<file path="src/rtl/mac_if.sv">
// mac_if: operand-in and result-out valid/ready bundle for mac_accumulator
interface mac_if #(
  parameter int ACC_W = 12,
  parameter int CNT_W = 5
);
  logic             in_valid;
  logic             in_ready;
  logic [2:0]       in_a;
  logic [3:0]       in_b;
  logic             in_last;
  logic             out_valid;
  logic             out_ready;
  logic [ACC_W-1:0] out_sum;
  logic [CNT_W-1:0] out_count;
  logic             out_ovf;
  modport master (
    output in_valid, in_a, in_b, in_last, out_ready,
    input  in_ready, out_valid, out_sum, out_count, out_ovf
  );
  modport slave (
    input  in_valid, in_a, in_b, in_last, out_ready,
    output in_ready, out_valid, out_sum, out_count, out_ovf
  );
endinterface

</file>
<file path="src/rtl/mac_accumulator.sv">
// mac_accumulator: registers operand pairs into a 3x4 multiplier and accumulates products per packet
module four_bit_multiplier (
  input  logic [2:0] A,
  input  logic [3:0] B,
  output logic [6:0] C
);
  assign C = A * B;
endmodule

module mac_accumulator #(
  parameter int ACC_W     = 12,
  parameter int MAX_TERMS = 16,
  parameter int CNT_W     = 5
) (
  input logic clk,
  input logic rst,
  mac_if.slave io
);
  typedef enum logic {ACC, DONE} state_t;
  state_t           state;
  logic [2:0]       s1_a;
  logic [3:0]       s1_b;
  logic             s1_valid;
  logic             s1_last;
  logic [6:0]       prod;
  logic [ACC_W:0]   sum;
  logic [ACC_W-1:0] acc;
  logic [CNT_W-1:0] cnt;
  logic             ovf;
  logic             accept;
  logic             cap;
  four_bit_multiplier mul (.A(s1_a), .B(s1_b), .C(prod));
  assign sum          = {1'b0, acc} + (ACC_W+1)'(prod);
  assign accept       = io.in_valid & io.in_ready;
  // terms taken so far = accumulated ones plus the one still sitting in stage 1
  assign cap          = cnt + CNT_W'(s1_valid) + CNT_W'(1) == CNT_W'(MAX_TERMS);
  assign io.in_ready  = (state == ACC) & !rst & !(s1_valid & s1_last);
  assign io.out_valid = state == DONE;
  assign io.out_sum   = acc;
  assign io.out_count = cnt;
  assign io.out_ovf   = ovf;
  // operand capture, accumulation and ACC/DONE sequencing
  always_ff @(posedge clk) begin
    if (rst) begin
      state    <= ACC;
      s1_valid <= 1'b0;
      s1_last  <= 1'b0;
      s1_a     <= '0;
      s1_b     <= '0;
      acc      <= '0;
      cnt      <= '0;
      ovf      <= 1'b0;
    end else begin
      s1_valid <= accept;
      if (accept) begin
        s1_a    <= io.in_a;
        s1_b    <= io.in_b;
        s1_last <= io.in_last | cap;
      end
      if (state == ACC && s1_valid) begin
        acc <= sum[ACC_W-1:0];
        cnt <= cnt + CNT_W'(1);
        ovf <= ovf | sum[ACC_W];
        if (s1_last) state <= DONE;
      end
      if (state == DONE && io.out_ready) begin
        acc   <= '0;
        cnt   <= '0;
        ovf   <= 1'b0;
        state <= ACC;
      end
    end
  end
endmodule

</file>
<file path="src/flat_wrapper.sv">
// flat-port wrapper written by rule: the top's interface ports become plain ports
module mac_accumulator_flat 
#(
  parameter int ACC_W     = 12,
  parameter int MAX_TERMS = 16,
  parameter int CNT_W     = 5
)
  (clk, rst, io_in_valid, io_in_a, io_in_b, io_in_last, io_out_ready, io_in_ready, io_out_valid, io_out_sum, io_out_count, io_out_ovf);
  mac_if #(.ACC_W(ACC_W), .CNT_W(CNT_W)) io_i ();
  input logic clk;
  input logic rst;
  input wire logic [$bits(io_i.in_valid)-1:0] io_in_valid;
  input wire logic [$bits(io_i.in_a)-1:0] io_in_a;
  input wire logic [$bits(io_i.in_b)-1:0] io_in_b;
  input wire logic [$bits(io_i.in_last)-1:0] io_in_last;
  input wire logic [$bits(io_i.out_ready)-1:0] io_out_ready;
  output wire logic [$bits(io_i.in_ready)-1:0] io_in_ready;
  output wire logic [$bits(io_i.out_valid)-1:0] io_out_valid;
  output wire logic [$bits(io_i.out_sum)-1:0] io_out_sum;
  output wire logic [$bits(io_i.out_count)-1:0] io_out_count;
  output wire logic [$bits(io_i.out_ovf)-1:0] io_out_ovf;
  assign io_i.in_valid = io_in_valid;
  assign io_i.in_a = io_in_a;
  assign io_i.in_b = io_in_b;
  assign io_i.in_last = io_in_last;
  assign io_i.out_ready = io_out_ready;
  assign io_in_ready = io_i.in_ready;
  assign io_out_valid = io_i.out_valid;
  assign io_out_sum = io_i.out_sum;
  assign io_out_count = io_i.out_count;
  assign io_out_ovf = io_i.out_ovf;
  mac_accumulator #(.ACC_W(ACC_W), .MAX_TERMS(MAX_TERMS), .CNT_W(CNT_W)) u_core (.clk(clk), .rst(rst), .io(io_i));
endmodule
</file>
<file path="config.mk">
export PLATFORM = sky130hd
export DESIGN_NAME = mac_accumulator_flat
export DESIGN_NICKNAME = d
export VERILOG_FILES = /design/src/rtl/mac_if.sv /design/src/rtl/mac_accumulator.sv /design/src/flat_wrapper.sv
export SDC_FILE = /design/constraint.sdc
export NUM_CORES = 1
export LEC_CHECK = 0
export ABC_AREA = 1
export CAP_MARGIN = 25
export CORE_MARGIN = 2
export CORE_UTILIZATION = 45
export CTS_CLUSTER_DIAMETER = 200
export DETAILED_ROUTE_END_ITERATION = 8
export PLACE_DENSITY = 0.84
export REMOVE_ABC_BUFFERS = 1
export SYNTH_ARGS = -nofsm -noshare
export SYNTH_HDL_FRONTEND = slang
export SYNTH_SLANG_ARGS = --single-unit
</file>
<file path="constraint.sdc">
create_clock -name clk -period 2.35 [get_ports clk]
set_input_delay 0.47 -clock clk [delete_from_list [all_inputs] [get_ports clk]]
set_output_delay 0.47 -clock clk [all_outputs]
set_load 0.02 [all_outputs]
</file>
Fig. 1: run 1, routing congestion map
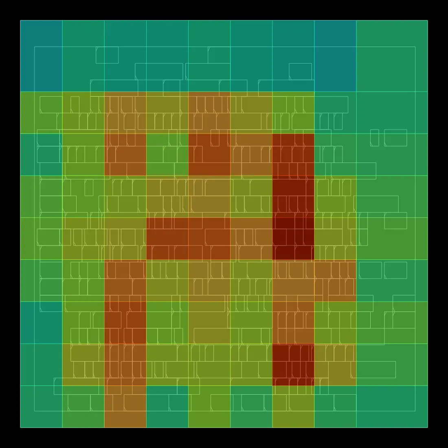
most used routing layer: met2
met1 usage: 0.229

Fig. 2: run 1, I/O nets highlighted
Scale: 6 px per um.
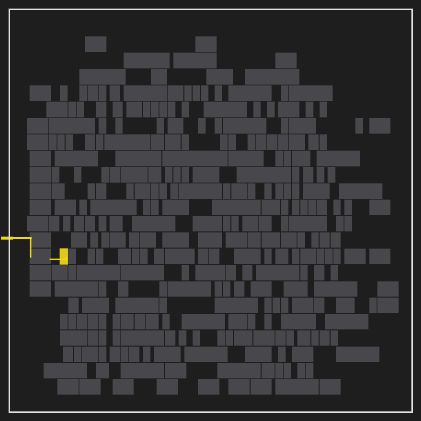
Yellow is io_in_last, bits 1, direction input, end cells 1, buffers 1, wire 9.30 um.
Port Buf Inserts: 31
I/O Pins: 32

Fig. 3: run 1, metal layers overlaid
Scale: 6 px per um.
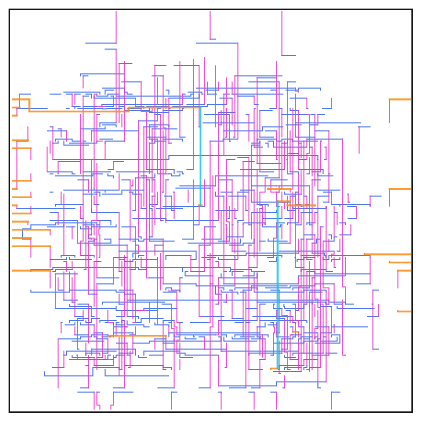
Blue is met1, wire length 1760 um. Cyan is met4, wire length 44.2 um. Orange is met3, wire length 120 um. Magenta is met2, wire length 2000 um.

==> GITHUB_STEP_SUMMARY, run 1 <==
### Metrics collected by this job

| Metric | Value |
|---|---|
| Routability-driven placement congestion ratio | `0.836` |
| Height of the die | `66.9 um` |
| Power consumed by combinational cells | `269 uW` |
| Detailed-routing wirelength on met1 | `1760 um` |
| Share of synthesized area spent on multiplexers | `0` |
| Via count of the first global-routing pass | `1499` |
| Chip area from the yosys synthesis statistics | `1780 um2` |
| Leading cell type by number of instances after synthesis | `sky130_fd_sc_hd__nand2_1` |
| Setup slack after layout | `-180 ps` |
| Total core area | `3740 um2` |
| Max_cap viols | `0` |
| Area share of the leading cell type in the synthesized netlist | `0.315` |
| Outcome | `finished, violations left` |
| Clock transition time at the flip-flop clock pins of the worst setup and hold paths | `100 ps` |
| Failing checks | `negative setup slack` |
| Overall Power | `1.18 mW` |
| Xor/xnor cell area share of the yosys netlist | `0.0148` |
| Layout fillers | `337` |
| Total CTS buffers | `3` |
| Combinational Power Share | `0.228` |
| Cells traversed along the worst timing path | `nand2_2 -> inv_2 -> fa_1 -> inv_2 -> fa_1 -> inv_2 -> ha_4 -> nand2_2 -> nor2_1 -> nand2_1 -> nand3_4 -> nand3_2 -> nand2_1 -> nor2_1` |
| Met3 capacity usage during global routing | `0.0253` |
| Detailed-route via count | `1659` |
| Top layer used by detailed routing | `met4` |
| Highest-count logic cell in the final layout | `sky130_fd_sc_hd__nand2_1` |
| Global Route Usage Sum | `0.180` |
| Clk root buf | `sky130_fd_sc_hd__clkbuf_8` |
| Initial antenna violation count | `0` |
| Final setup violation count | `10` |
| Average detailed-routed wire length per instance | `11.4 um` |
| Gate count after technology mapping | `250` |
| Largest contributor to cell area by class | `logic gates` |
| Final tally of hold violations | `0` |
| Detailed Place HPWL | `2880 um` |
| Count of clock-net buffers in the final layout | `3` |
| Die Area | `4480 um2` |
| Crit Reg-Reg Startpoint | `u_core.s1_b[1]` |
| Ratio of routed vias to standard cells | `4.82` |
| Fa+ha+maj area frac | `0.170` |
| Initial Util | `0.476` |
| Power share of the clock group | `0.324` |
| Total of plain and repair buffers excluding clock buffers | `45` |
| Registers, synthesis | `28` |
| Flip-flop cell with the highest count after synthesis | `sky130_fd_sc_hd__dfxtp_1` |
| CTS sink count | `28` |
==> run 1 -> run 2 <==
--- a/config.mk
+++ b/config.mk
@@ -10,6 +10,7 @@
 export CORE_MARGIN = 2
 export CORE_UTILIZATION = 45
 export CTS_CLUSTER_DIAMETER = 200
+export CTS_CLUSTER_SIZE = 20
 export DETAILED_ROUTE_END_ITERATION = 8
 export PLACE_DENSITY = 0.84
 export REMOVE_ABC_BUFFERS = 1
Fig. 4: run 2, routing congestion map
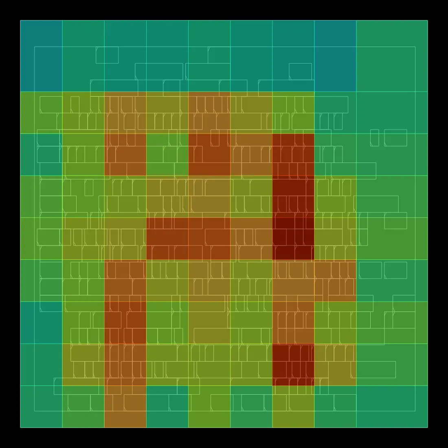
met2 demand-to-capacity share in global routing: 0.319
met3 capacity usage during global routing: 0.0253
Global Route Usage Sum: 0.180
Final Util: 0.646

Fig. 5: run 2, where the registers sit
Scale: 4 px per um. Other sequential cells in the stronger grey, the rest of the logic in the fainter grey.
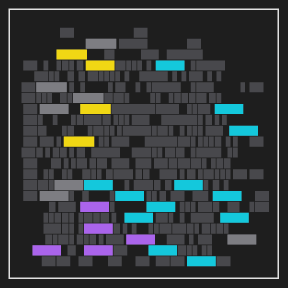
Yellow is u_core.s1_b, placed flops 4. Cyan is u_core.io.out_sum, placed flops 12. Purple is u_core.io.out_count, placed flops 5.
Another 7 sequential cells are not coloured.
fraction of area in registers: 0.235
sequential group power: 529 uW
Storage cell area: 568 um2

Fig. 6: run 2, metal layers overlaid
Scale: 6 px per um.
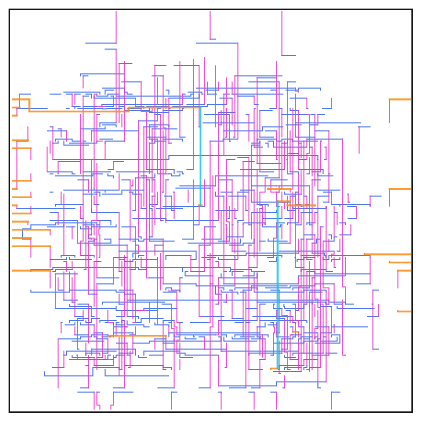
Magenta is met2, wire length 2000 um. Blue is met1, wire length 1760 um. Orange is met3, wire length 120 um. Cyan is met4, wire length 44.2 um.
average detailed-routed wire length per instance: 11.4 um
total routed wirelength: 3920 um
detailed-route via count: 1659

==> GITHUB_STEP_SUMMARY, run 2 <==
### Metrics collected by this job

| Metric | Value |
|---|---|
| Largest contributor to cell area by class | `logic gates` |
| Chip area from the yosys synthesis statistics | `1780 um2 (unchanged)` |
| Final setup violation count | `10 (unchanged)` |
| Xor/xnor cell area share of the yosys netlist | `0.0148 (unchanged)` |
| Height of the die | `66.9 um (unchanged)` |
| Outcome | `finished, violations left` |
| Crit Reg-Reg Startpoint | `u_core.s1_b[1]` |
| Max_cap viols | `0 (unchanged)` |
| Total core area | `3740 um2 (unchanged)` |
| Clk root buf | `sky130_fd_sc_hd__clkbuf_8` |
| Combinational Power Share | `0.228 (about the same)` |
| Setup slack after layout | `-180 ps (unchanged)` |
| Fa+ha+maj area frac | `0.170 (unchanged)` |
| Final tally of hold violations | `0 (unchanged)` |
| Layout fillers | `337 (unchanged)` |
| Initial Util | `0.476 (unchanged)` |
| Failing checks | `negative setup slack` |
| Routability-driven placement congestion ratio | `0.836 (unchanged)` |
| Gate count after technology mapping | `250 (unchanged)` |
| Count of clock-net buffers in the final layout | `3 (unchanged)` |
| Detailed Place HPWL | `2880 um (unchanged)` |
Power figures rest on the tool's default switching activity, not on a simulated workload.
